===== src/rtl/dmem_ctrl.sv =====
// -----------------------------------------------------------------------------
// dmem_ctrl -- data-memory controller behind the memory-access stage.
//
// Turns the stage's memreq_* request into a single word-wide valid/ready bus
// transaction with byte strobes. Returns LSB-aligned, zero-extended load data
// (sign extension is left to the stage). The pipeline is stalled while the bus
// transaction is outstanding.
//
// Optional build macro: DMEM_TIMEOUT_EN
//   When defined, an 8-bit wait counter limits the BUS state to TIMEOUT_CYCLES
//   cycles. On expiry the access completes with 32'hDEADBEEF and the extra
//   output bus_timeout is high for that DONE cycle. Without the macro the
//   controller waits on bus_ready indefinitely and bus_timeout does not exist.
//
// Ports:
//   clk, reset           clock (rising edge), synchronous active-high reset
//   flush                discard any pending or returning access
//   pipe_stall           stall from other hazard sources; holds DONE
//   memreq_addr          byte address
//   memreq_write_enable  store request
//   memreq_write_data    store data, LSB-aligned
//   memreq_data_width    funct3: 000 B, 001 H, 010 W, 100 BU, 101 HU
//   memreq_ready         load request
//   memresp_data         aligned, zero-extended load data
//   memresp_valid        response valid (DONE only)
//   mem_stall            pipeline stall request
//   misaligned           combinational misaligned-access flag
//   bus_valid/bus_ready  bus handshake
//   bus_addr             word address ([1:0] = 00)
//   bus_we, bus_wstrb    write enable and byte strobes
//   bus_wdata            lane-replicated store data
//   bus_rdata            bus read word
//   bus_timeout          (DMEM_TIMEOUT_EN only) timeout flag in DONE
// -----------------------------------------------------------------------------
module dmem_ctrl #(
   parameter int RESET_PC_UNUSED = 0,
   parameter int TIMEOUT_CYCLES  = 16
) (
   input  logic        clk,
   input  logic        reset,
   input  logic        flush,
   input  logic        pipe_stall,
   input  logic [31:0] memreq_addr,
   input  logic        memreq_write_enable,
   input  logic [31:0] memreq_write_data,
   input  logic [2:0]  memreq_data_width,
   input  logic        memreq_ready,
   output logic [31:0] memresp_data,
   output logic        memresp_valid,
   output logic        mem_stall,
   output logic        misaligned,
   output logic        bus_valid,
   input  logic        bus_ready,
   output logic [31:0] bus_addr,
   output logic        bus_we,
   output logic [3:0]  bus_wstrb,
   output logic [31:0] bus_wdata,
   input  logic [31:0] bus_rdata
`ifdef DMEM_TIMEOUT_EN
   ,
   output logic        bus_timeout
`endif
);

   typedef enum logic [1:0] {
      ST_IDLE = 2'd0,
      ST_BUS  = 2'd1,
      ST_DONE = 2'd2
   } state_t;

   state_t      state_q,         state_d;
   logic        drop_q,          drop_d;
   logic        bus_valid_q,     bus_valid_d;
   logic        bus_we_q,        bus_we_d;
   logic [3:0]  bus_wstrb_q,     bus_wstrb_d;
   logic [31:0] bus_addr_q,      bus_addr_d;
   logic [31:0] bus_wdata_q,     bus_wdata_d;
   logic [1:0]  size_q,          size_d;
   logic [1:0]  off_q,           off_d;
   logic [31:0] memresp_data_q,  memresp_data_d;
   logic        memresp_valid_q, memresp_valid_d;
`ifdef DMEM_TIMEOUT_EN
   logic [7:0]  wait_cnt_q,      wait_cnt_d;
   logic        bus_timeout_q,   bus_timeout_d;
   logic        timed_out;
`endif

   logic        req_active;
   logic [1:0]  size_in;
   logic        misaligned_c;
   logic        issue;
   logic        discard;
   logic        unused_sig;

   // Access size from funct3[1:0]: 00 byte, 01 half, 1x word. Bit 2 only
   // selects zero- vs sign-extension, which is handled in the stage, so
   // unused width codes (011, 11x) fall into the word case.
   function automatic logic [3:0] lane_strb(input logic [1:0] size, input logic [1:0] off);
      case (size)
         2'b00:   lane_strb = 4'b0001 << off;
         2'b01:   lane_strb = 4'b0011 << {off[1], 1'b0};
         default: lane_strb = 4'b1111;
      endcase
   endfunction

   function automatic logic [31:0] lane_wdata(input logic [1:0] size, input logic [31:0] d);
      case (size)
         2'b00:   lane_wdata = {4{d[7:0]}};
         2'b01:   lane_wdata = {2{d[15:0]}};
         default: lane_wdata = d;
      endcase
   endfunction

   function automatic logic [31:0] load_align(input logic [1:0] size, input logic [1:0] off,
                                              input logic [31:0] rdata);
      logic [31:0] shifted;
      shifted = rdata >> {off, 3'b000};
      case (size)
         2'b00:   load_align = {24'h0, shifted[7:0]};
         2'b01:   load_align = {16'h0, shifted[15:0]};
         default: load_align = shifted;
      endcase
   endfunction

   assign req_active   = memreq_ready | memreq_write_enable;
   assign size_in      = memreq_data_width[1:0];
   assign misaligned_c = req_active &
                         (((size_in == 2'b01) & memreq_addr[0]) |
                          (size_in[1] & (memreq_addr[1:0] != 2'b00)));
   assign issue        = (state_q == ST_IDLE) & req_active & ~misaligned_c & ~flush;
   // A flush arriving on the completion edge itself also discards the result.
   assign discard      = drop_q | flush;

`ifdef DMEM_TIMEOUT_EN
   assign timed_out = (wait_cnt_q == 8'(TIMEOUT_CYCLES - 1));
`endif

   always_comb begin
      state_d         = state_q;
      drop_d          = drop_q;
      bus_valid_d     = bus_valid_q;
      bus_we_d        = bus_we_q;
      bus_wstrb_d     = bus_wstrb_q;
      bus_addr_d      = bus_addr_q;
      bus_wdata_d     = bus_wdata_q;
      size_d          = size_q;
      off_d           = off_q;
      memresp_data_d  = memresp_data_q;
      memresp_valid_d = memresp_valid_q;
`ifdef DMEM_TIMEOUT_EN
      wait_cnt_d      = wait_cnt_q;
      bus_timeout_d   = bus_timeout_q;
`endif

      case (state_q)
         ST_IDLE: begin
            if (issue) begin
               state_d     = ST_BUS;
               drop_d      = 1'b0;
               bus_valid_d = 1'b1;
               // A request with both strobes set is treated as a store.
               bus_we_d    = memreq_write_enable;
               bus_wstrb_d = memreq_write_enable ? lane_strb(size_in, memreq_addr[1:0]) : 4'b0000;
               bus_addr_d  = {memreq_addr[31:2], 2'b00};
               bus_wdata_d = lane_wdata(size_in, memreq_write_data);
               size_d      = size_in;
               off_d       = memreq_addr[1:0];
`ifdef DMEM_TIMEOUT_EN
               wait_cnt_d  = 8'd0;
`endif
            end
         end

         ST_BUS: begin
            if (flush) drop_d = 1'b1;
`ifdef DMEM_TIMEOUT_EN
            wait_cnt_d = wait_cnt_q + 8'd1;
`endif
            if (bus_ready) begin
               bus_valid_d = 1'b0;
               if (discard) begin
                  state_d = ST_IDLE;
                  drop_d  = 1'b0;
               end else begin
                  state_d         = ST_DONE;
                  memresp_valid_d = 1'b1;
                  memresp_data_d  = bus_we_q ? 32'h0 : load_align(size_q, off_q, bus_rdata);
               end
`ifdef DMEM_TIMEOUT_EN
            end else if (timed_out) begin
               bus_valid_d = 1'b0;
               if (discard) begin
                  state_d = ST_IDLE;
                  drop_d  = 1'b0;
               end else begin
                  state_d         = ST_DONE;
                  memresp_valid_d = 1'b1;
                  memresp_data_d  = 32'hDEADBEEF;
                  bus_timeout_d   = 1'b1;
               end
`endif
            end
         end

         ST_DONE: begin
            if (flush | ~pipe_stall) begin
               state_d         = ST_IDLE;
               memresp_valid_d = 1'b0;
`ifdef DMEM_TIMEOUT_EN
               bus_timeout_d   = 1'b0;
`endif
            end
         end

         default: state_d = ST_IDLE;
      endcase
   end

   always_ff @(posedge clk) begin
      if (reset) begin
         state_q         <= ST_IDLE;
         drop_q          <= 1'b0;
         bus_valid_q     <= 1'b0;
         bus_we_q        <= 1'b0;
         bus_wstrb_q     <= 4'b0000;
         bus_addr_q      <= 32'h0;
         bus_wdata_q     <= 32'h0;
         size_q          <= 2'b00;
         off_q           <= 2'b00;
         memresp_data_q  <= 32'h0;
         memresp_valid_q <= 1'b0;
`ifdef DMEM_TIMEOUT_EN
         wait_cnt_q      <= 8'd0;
         bus_timeout_q   <= 1'b0;
`endif
      end else begin
         state_q         <= state_d;
         drop_q          <= drop_d;
         bus_valid_q     <= bus_valid_d;
         bus_we_q        <= bus_we_d;
         bus_wstrb_q     <= bus_wstrb_d;
         bus_addr_q      <= bus_addr_d;
         bus_wdata_q     <= bus_wdata_d;
         size_q          <= size_d;
         off_q           <= off_d;
         memresp_data_q  <= memresp_data_d;
         memresp_valid_q <= memresp_valid_d;
`ifdef DMEM_TIMEOUT_EN
         wait_cnt_q      <= wait_cnt_d;
         bus_timeout_q   <= bus_timeout_d;
`endif
      end
   end

   // Stall covers the issuing cycle (combinational) and every BUS cycle,
   // including a BUS cycle whose result is being dropped.
   assign mem_stall     = issue | (state_q == ST_BUS);
   assign misaligned    = misaligned_c;
   assign memresp_data  = memresp_data_q;
   assign memresp_valid = memresp_valid_q;
   assign bus_valid     = bus_valid_q;
   assign bus_addr      = bus_addr_q;
   assign bus_we        = bus_we_q;
   assign bus_wstrb     = bus_wstrb_q;
   assign bus_wdata     = bus_wdata_q;
`ifdef DMEM_TIMEOUT_EN
   assign bus_timeout   = bus_timeout_q;
`endif

   assign unused_sig = ^{memreq_data_width[2], 32'(RESET_PC_UNUSED), 32'(TIMEOUT_CYCLES)};

endmodule

===== config.mk =====
export PLATFORM = sky130hd
export DESIGN_NAME = dmem_ctrl
export DESIGN_NICKNAME = d
export VERILOG_FILES = /design/src/rtl/dmem_ctrl.sv
export SDC_FILE = /design/constraint.sdc
export NUM_CORES = 1
export LEC_CHECK = 0
export CAP_MARGIN = 5
export CORE_MARGIN = 2
export CORE_UTILIZATION = 42
export DETAILED_ROUTE_END_ITERATION = 8
export MAX_ROUTING_LAYER = met4
export PLACE_DENSITY = 0.86
export SLEW_MARGIN = 10
export SYNTH_ARGS = -nofsm -noshare
export SYNTH_HDL_FRONTEND = slang
export SYNTH_SLANG_ARGS = --single-unit

===== constraint.sdc =====
create_clock -name clk -period 2.7 [get_ports clk]
set_clock_uncertainty 0.05 [all_clocks]
set_input_delay 0.54 -clock clk [delete_from_list [all_inputs] [get_ports clk]]
set_output_delay 0.54 -clock clk [all_outputs]
set_load 0.01 [all_outputs]

logic_types.png
The bar under the picture is 20 um long.
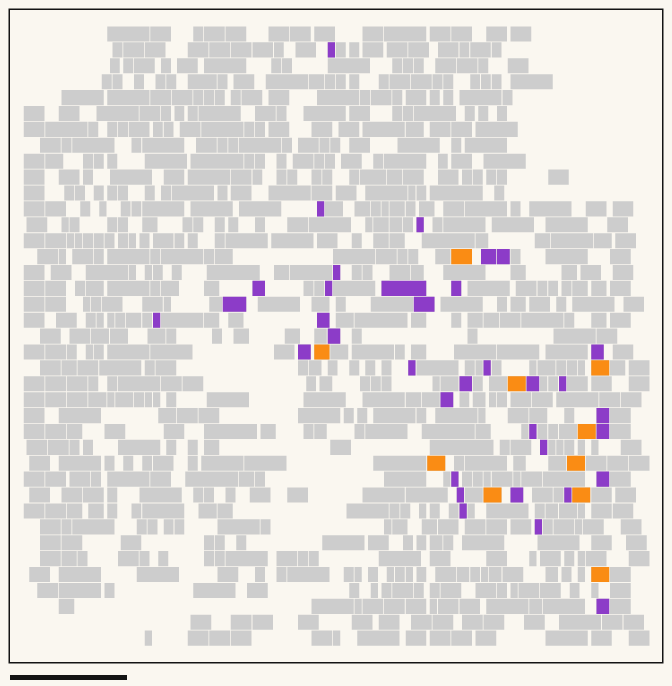
nor cells -> purple  # cells 35
non-inverting ao/oa cells -> orange  # cells 10

congestion.png
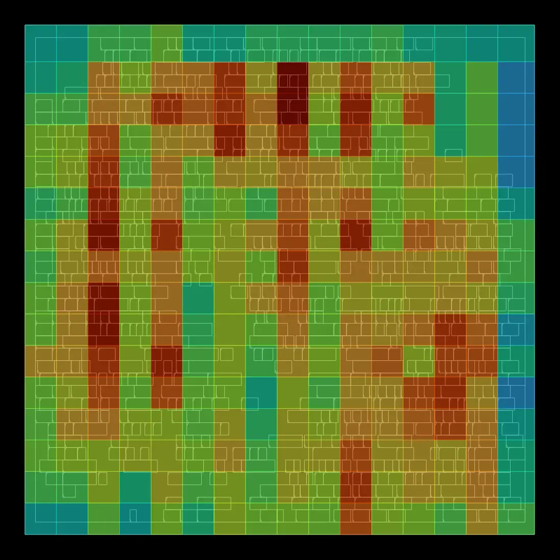
global routing met1 resource utilization: 0.310
GR Util met3: 0.0419
gr busiest metal: met2
Finished Core Util: 0.649
wire length per cell: 17.2 um

cell_density.png
11 x 11 tiles, from dark blue (low) to red (high), 0 to 100% covered.
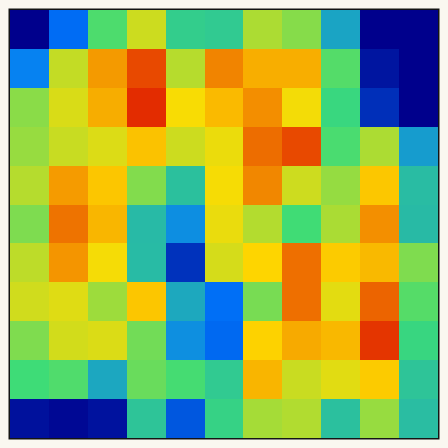
nearly empty tiles = 5.0%
tiles over 75% full = 27%
mean over tiles = 58%

==> flow_summary.json <==
{
  "status": "finished clean",
  "final_common_cell": "clkdlybuf4s50_1",
  "combPwrFrac": 0.194,
  "cts_hold_buffers": 0,
  "r2r_start": "state_q[0]",
  "mi_logic_area_sq_um": 2470,
  "p_per_area_nw_per_um2": 513,
  "diodes": 0,
  "drive_gt1_frac": 0.0586,
  "grt_first_pass_wirelength_mm": 25.3,
  "ys_seq_frac": 0.445,
  "ff_latch_area_sq_um": 2160,
  "ys_sh_aoi": 0.244,
  "nets": 886,
  "synth_top_flop_cell": "dfxtp_1",
  "dr.max_layer_used": "met4",
  "fmax_mhz": 406,
  "drv_cap": 0,
  "grt_pass1_vias": 4975,
  "holdWs_ns": 0.403,
  "cp_top_family": "buffers and inverters",
  "fin_setup_tns_ns": 0,
  "num-clock-buffers": 10,
  "power_w": 0.00379,
  "insertion_delay_ns": 0.34,
  "cts_resized": 3,
  "via_count": 5275,
  "cp-startpoint": "memreq_data_width[0]",
  "htree_levels": 3,
  "ir_drop_mv": 0.372,
  "post_cts_buffers": 0,
  "comb_area_frac": 0.334,
  "dr_wl_met3_mm": 1.11,
  "clockPowerShare": 0.358,
  "n_all_inverters": 0,
  "swShare": 0.266,
  "min_from": "memresp_data[30]",
  "cts_buffer_depth": 2,
  "core_area_sq_um": 11400,
  "stdcell_count": 928,
  "ys.warnings.count": 0,
  "power.group.top": "sequential cells",
  "ys_cells": 601,
  "antenna_found_initial": 0,
  "drc": 0,
  "numPortBuffers": 207,
  "top_cell": "dfxtp_1",
  "grt_use_met2": 0.430,
  "syn_area_sq_um": 4860,
  "area_growth_pct": 51.8,
  "dp.cells": 912,
  "synthTopCellsByCount": "dfxtp_1, a21oi_1, o21ai_0, nand3_1, nand2_1",
  "path_max_fanout": 4,
  "tap-cell-count": 143,
  "ff_count": 108,
  "cts.root.buffer_cell": "clkbuf_16",
  "setup_violations": 0,
  "cp.required_ns": 2.11,
  "crit_path_frequent_cell": "nor2_1",
  "dieArea_sq_um": 12400,
  "largest_class": "combinational gates",
  "gp_congestion": 0.873,
  "top_cells_by_area": "dfxtp_1, a21oi_1, o21ai_0",
  "crit_slowest_cell": "clkdlybuf4s50_1",
  "rsz0062_at_grt": "false",
  "top_area_cell": "dfxtp_1",
  "whs_endpoint": "memresp_data[30]"
}
wires.png
The bar under the picture is 20 um long.
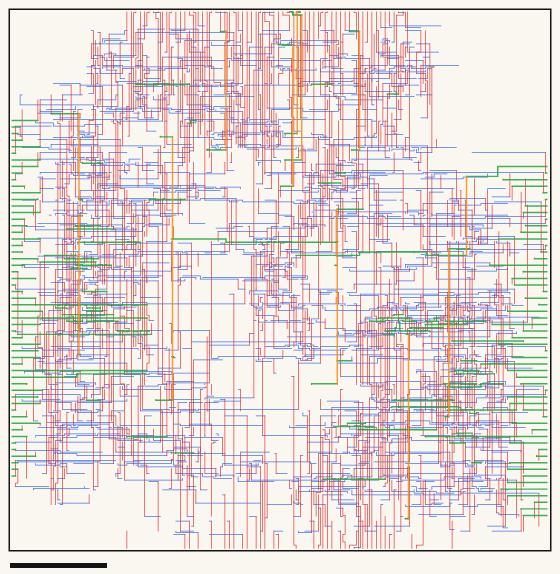
metal 2 -> red  # wire length 7,990 um
metal 4 -> orange  # wire length 359 um
metal 1 -> blue  # wire length 6,520 um
metal 3 -> green  # wire length 1,110 um

clk_routes.png
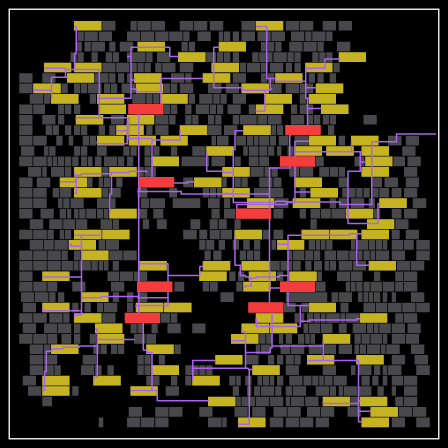
clock wires -> purple  # length 1,200 um
clock drivers -> red  # count 9
flip-flops -> yellow  # count 108
flops lie = widely spread

